$ cat config.mk
export PLATFORM = sky130hd
export DESIGN_NAME = pipeline_ctrl
export DESIGN_NICKNAME = d
export VERILOG_FILES = /design/src/rtl/pipeline_ctrl_pkg.sv /design/src/rtl/pipeline_ctrl_hazard_compare.sv /design/src/rtl/pipeline_ctrl.sv
export SDC_FILE = /design/constraint.sdc
export NUM_CORES = 1
export LEC_CHECK = 0
export CAP_MARGIN = 10
export CORE_AREA = 2 2 43 45
export DETAILED_ROUTE_END_ITERATION = 7
export DIE_AREA = 0 0 45 47
export PLACE_DENSITY = 0.79
export SLEW_MARGIN = 0
export SYNTH_ARGS = -nofsm -noshare
export SYNTH_HDL_FRONTEND = slang
export SYNTH_SLANG_ARGS = --single-unit
$ cat constraint.sdc
create_clock -name clk -period 3.7 [get_ports clk]
set_input_delay 0.37 -clock clk [delete_from_list [all_inputs] [get_ports clk]]
set_output_delay 0.37 -clock clk [all_outputs]
set_load 0.02 [all_outputs]
$ cat src/rtl/pipeline_ctrl_pkg.sv
// Shared types for the pipeline stall/flush controller.
// Register address width, FSM encodings and scoreboard slot layout.
package pipeline_ctrl_pkg;

    localparam int LEN_REG_ADDRESS = 4;
    localparam int MEM_TIMEOUT_DEF = 31;

    typedef logic [LEN_REG_ADDRESS-1:0] reg_addr_t;

    typedef enum logic {
        PC_RUN      = 1'b0,
        PC_MEM_WAIT = 1'b1
    } pc_state_e;

    typedef struct packed {
        logic      valid;
        reg_addr_t dest;
        logic      wb_en;
        logic      mem_read;
    } slot_t;

endpackage

$ cat src/rtl/pipeline_ctrl_hazard_compare.sv
// Matches one in-flight scoreboard slot against the ID-stage sources.
// LOAD_ONLY restricts the match to slots holding a load.
module pipeline_ctrl_hazard_compare
    import pipeline_ctrl_pkg::*;
#(
    parameter bit LOAD_ONLY = 1'b0
) (
    input  slot_t     slot_i,
    input  reg_addr_t src1_i,
    input  reg_addr_t src2_i,
    input  logic      two_src_i,
    output logic      match_o
);

    logic hit;

    assign hit = slot_i.valid & slot_i.wb_en &
                 ((slot_i.dest == src1_i) |
                  ((slot_i.dest == src2_i) & two_src_i));

    assign match_o = hit & (!LOAD_ONLY || slot_i.mem_read);

endmodule

$ cat src/rtl/pipeline_ctrl.sv
// Central stall/flush controller: RAW scoreboard, branch flush,
// and whole-pipeline freeze while an SRAM access is outstanding.
module pipeline_ctrl
    import pipeline_ctrl_pkg::*;
#(
    parameter bit FORWARDING_EN = 1'b1,
    parameter int MEM_TIMEOUT   = MEM_TIMEOUT_DEF,
    parameter int TMO_W         = 5
) (
    input  logic      clk,
    input  logic      rst,
    input  reg_addr_t id_src1,
    input  reg_addr_t id_src2,
    input  logic      id_two_src,
    input  reg_addr_t id_dest,
    input  logic      id_wb_en,
    input  logic      id_mem_read,
    input  logic      branch_taken,
    input  logic      mem_req,
    input  logic      mem_ready,
    output logic      pc_ld,
    output logic      if_id_ld,
    output logic      if_id_flush,
    output logic      id_exe_ld,
    output logic      id_exe_flush,
    output logic      exe_mem_ld,
    output logic      mem_wb_ld,
    output logic      hazard,
    output logic      mem_error
);

    localparam logic [TMO_W-1:0] TMO = TMO_W'(MEM_TIMEOUT);

    pc_state_e        state_q, state_d;
    slot_t            exe_q, exe_d;
    slot_t            mem_q, mem_d;
    logic [TMO_W-1:0] cnt_q, cnt_d;
    logic             err_q, err_d;
    logic             frozen, raw;
    logic             match_x, match_m;

    pipeline_ctrl_hazard_compare #(
        .LOAD_ONLY (FORWARDING_EN)
    ) u_cmp_exe (
        .slot_i    (exe_q),
        .src1_i    (id_src1),
        .src2_i    (id_src2),
        .two_src_i (id_two_src),
        .match_o   (match_x)
    );

    pipeline_ctrl_hazard_compare #(
        .LOAD_ONLY (1'b0)
    ) u_cmp_mem (
        .slot_i    (mem_q),
        .src1_i    (id_src1),
        .src2_i    (id_src2),
        .two_src_i (id_two_src),
        .match_o   (match_m)
    );

    // With forwarding only a load in EXE can stall; MEM is forwarded.
    assign raw = FORWARDING_EN ? match_x : (match_x | match_m);

    assign frozen = !mem_ready &&
                    ((state_q == PC_MEM_WAIT) || mem_req);

    always_comb begin
        state_d = state_q;
        unique case (state_q)
            PC_RUN:      if (mem_req && !mem_ready) state_d = PC_MEM_WAIT;
            PC_MEM_WAIT: if (mem_ready) state_d = PC_RUN;
            default:     state_d = PC_RUN;
        endcase
    end

    always_comb begin
        pc_ld        = 1'b1;
        if_id_ld     = 1'b1;
        if_id_flush  = 1'b0;
        id_exe_ld    = 1'b1;
        id_exe_flush = 1'b0;
        exe_mem_ld   = 1'b1;
        mem_wb_ld    = 1'b1;
        hazard       = 1'b0;
        if (rst) begin
            hazard = 1'b0;
        end else if (frozen) begin
            pc_ld      = 1'b0;
            if_id_ld   = 1'b0;
            id_exe_ld  = 1'b0;
            exe_mem_ld = 1'b0;
            mem_wb_ld  = 1'b0;
        end else if (branch_taken) begin
            if_id_flush  = 1'b1;
            id_exe_flush = 1'b1;
        end else if (raw) begin
            pc_ld        = 1'b0;
            if_id_ld     = 1'b0;
            id_exe_flush = 1'b1;
            hazard       = 1'b1;
        end
    end

    always_comb begin
        exe_d = exe_q;
        mem_d = mem_q;
        if (!frozen) begin
            mem_d = exe_q;
            if (id_exe_flush) begin
                exe_d = '0;
            end else begin
                exe_d = '{valid:    1'b1,
                          dest:     id_dest,
                          wb_en:    id_wb_en,
                          mem_read: id_mem_read};
            end
        end
    end

    // The counter only runs while frozen, so it is zero throughout RUN.
    always_comb begin
        cnt_d = '0;
        if (frozen) begin
            cnt_d = (cnt_q == TMO) ? cnt_q : cnt_q + TMO_W'(1);
        end
        err_d = err_q | (cnt_d == TMO);
    end

    always_ff @(posedge clk) begin
        if (rst) begin
            state_q <= PC_RUN;
            exe_q   <= '0;
            mem_q   <= '0;
            cnt_q   <= '0;
            err_q   <= 1'b0;
        end else begin
            state_q <= state_d;
            exe_q   <= exe_d;
            mem_q   <= mem_d;
            cnt_q   <= cnt_d;
            err_q   <= err_d;
        end
    end

    assign mem_error = err_q;

endmodule

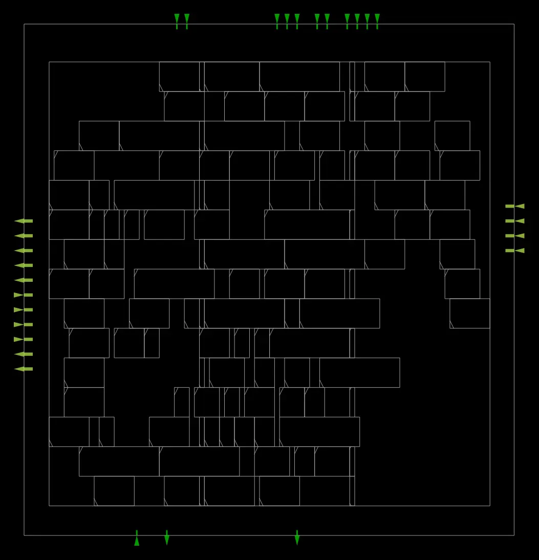
(images/placement.png)
non-filler instance count after layout: 116
Core ar.: 0.00165 mm^2
final core utilization: 61.0%
Filler cells: 151
Tap Cells: 17

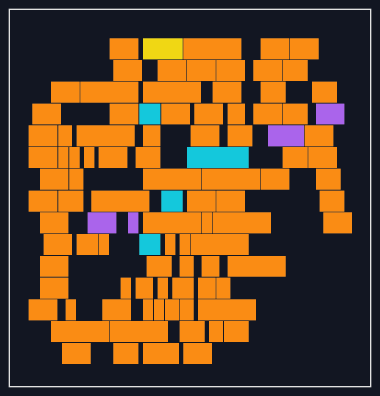
(images/sizes.png)
Scale: 8 px per um.
| colour | size | cells | share |
|---|---|---|---|
| yellow | _6 and larger | 1 | 1.0% |
| cyan | _3 and _4 cells | 4 | 4.0% |
| purple | _2 cells | 4 | 4.0% |
| orange | _0 and _1 cells | 90 | 91% |

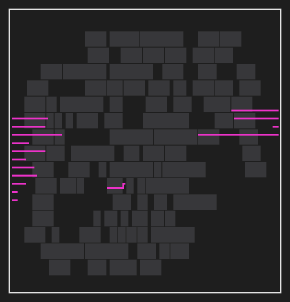
(images/layer_met3.png)
Scale: 6 px per um.
nets with wire on the layer: 16
share of all routed wire: 5.2%

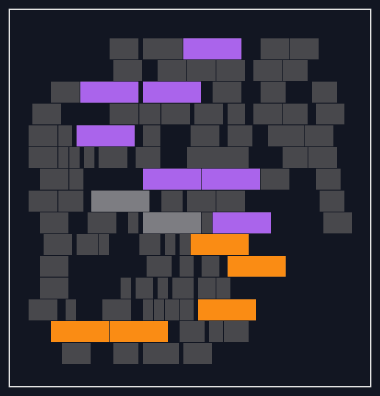
(images/flops_by_reg.png)
Scale: 8 px per um. Other sequential cells in the stronger grey, the rest of the logic in the fainter grey.
| colour | netlist name | flops |
|---|---|---|
| purple | exe_q | 7 |
| orange | cnt_q | 5 |
not coloured: 2

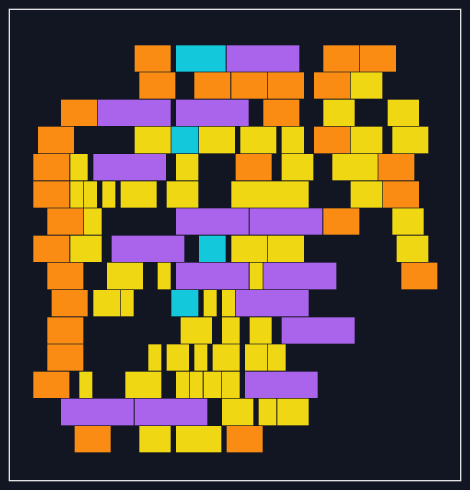
(images/placement_by_type.png)
Scale: 10 px per um.
| colour | class | cells |
|---|---|---|
| orange | other buffers and delay cells | 28 |
| yellow | combinational and other logic | 53 |
| cyan | clock drivers and dummy loads | 4 |
| purple | flops | 14 |

==> results.json <==
{
  "hold_depth": 1,
  "syn_inst": 70,
  "place_area_um2": 971,
  "min-delay-start": "exe_q[0]$_SDFFE_PP0N_",
  "required_ns": 3.33,
  "critPathLaunchType": "input pin",
  "powerDensity_mw_per_mm2": 321,
  "wl_mm": 1.39,
  "dieArea_mm2": 0.00212,
  "warnings": 26,
  "hold_ws_ns": 0.464,
  "dr.pass1.iters": 6,
  "numClockSinks": 14,
  "crit_family": "buffers and inverters",
  "synthToLayoutAreaGrowth_pct": 45.6,
  "cp_common_cell": "clkdlybuf4s50_1",
  "hpwl_mm": 1.07,
  "maxCapViolCount": 0,
  "nNetsFinal": 121,
  "fp_util_pct": 41.9,
  "drc": 0,
  "diodes": 0,
  "status": "finished clean",
  "ys.flops": 14,
  "crit_chain": "clkdlybuf4s50_1, xor2_1, nor4_2, a22oi_4, nor3_1, clkdlybuf4s50_1",
  "final_common_cell": "clkdlybuf4s50_1",
  "cp_num_buf_inv": 2,
  "die_y_um": 47,
  "final_area_mm2": 0.00101,
  "synth.cell_area_um2": 692,
  "drv_slew": 0,
  "holdPathEnd": "exe_q[0]$_SDFFE_PP0N_",
  "p_leak_nw": 0.419,
  "cp_num_cells": 6,
  "tritoncts": "built",
  "rr_endpoint": "mem_error$_SDFF_PP0_",
  "crit_path_start": "id_src1[3]",
  "period_minus_slack_ns": 2.69,
  "cp.arrival_ns": 2.32,
  "synth_seq_share_pct": 40.5
}
-- routing by layer --
metal / track usage [%] / part of all wire [%] / vias to the layer above
met3: 1.92 / 5.1 / 0
li1: - / - / 311
met4: 7.06 / 0 / 0
met1: 16.7 / 47 / 286
met2: 23.1 / 48 / 17
met5: 0 / 0 / -
-- kinds of logic after synthesis --
family / synth area share, %
mux: 1.45
buf+inv: 5.42
xor+xnor: 13.9
fa+ha+maj: 1.81
compound gates: 22.4
flops: 40.5
simple gates: 14.5
-- report_power, final --
group	internal [mW]	switching (mW)
sequential	0.156	0.00401
combinational	0.0341	0.0228
clock	0.0598	0.0468
-- registers in the layout, summed over array words and instances, names as in the netlist --
signal / cells
mem_error: 1
cnt_q: 5
state_q: 1
exe_q: 7
-- through the flow --
stage | setup slack, ns | utilization (%) | std cells
detailed placement | 0.990 | 58.8 | 112
global route | 0.899 | 61.0 | 116
finish | 1.01 | 61.0 | 116
global placement | 1.05 | 58.8 | 112
floorplan | 1.78 | - | 70
CTS | 0.993 | 61.0 | 116
-- cell usage after synthesis, drive strengths merged --
cell    number  area, um^2
a21oi        4        20.0
a31oi        2        12.5
buf          3        22.5
mux2i        1        10.0
o31a         1        8.76
xnor2        3        26.3
a21o         1        7.51
nand4        1        6.26
ha           1        12.5
nor2         7        26.3
a22oi        1        21.3
inv          4        15.0
nor4         1        12.5
o32ai        1        8.76
a32o         6        60.1
xor2         8        70.1
and3         2        12.5
o21bai       1        7.51
a22o         1        8.76
dfxtp       14         280
nor3         4        30.0
nand3        1        5.00
nand2        2        7.51
-- layout make-up --
class / instances / area (um^2)
repair buffers: 28 / 280
multi-input cells: 49 / 374
fillers: 151 / 644
flip-flops and latches: 14 / 280
well taps: 17 / 21.3
clock buffers: 4 / 36.3
inverters: 4 / 15.0
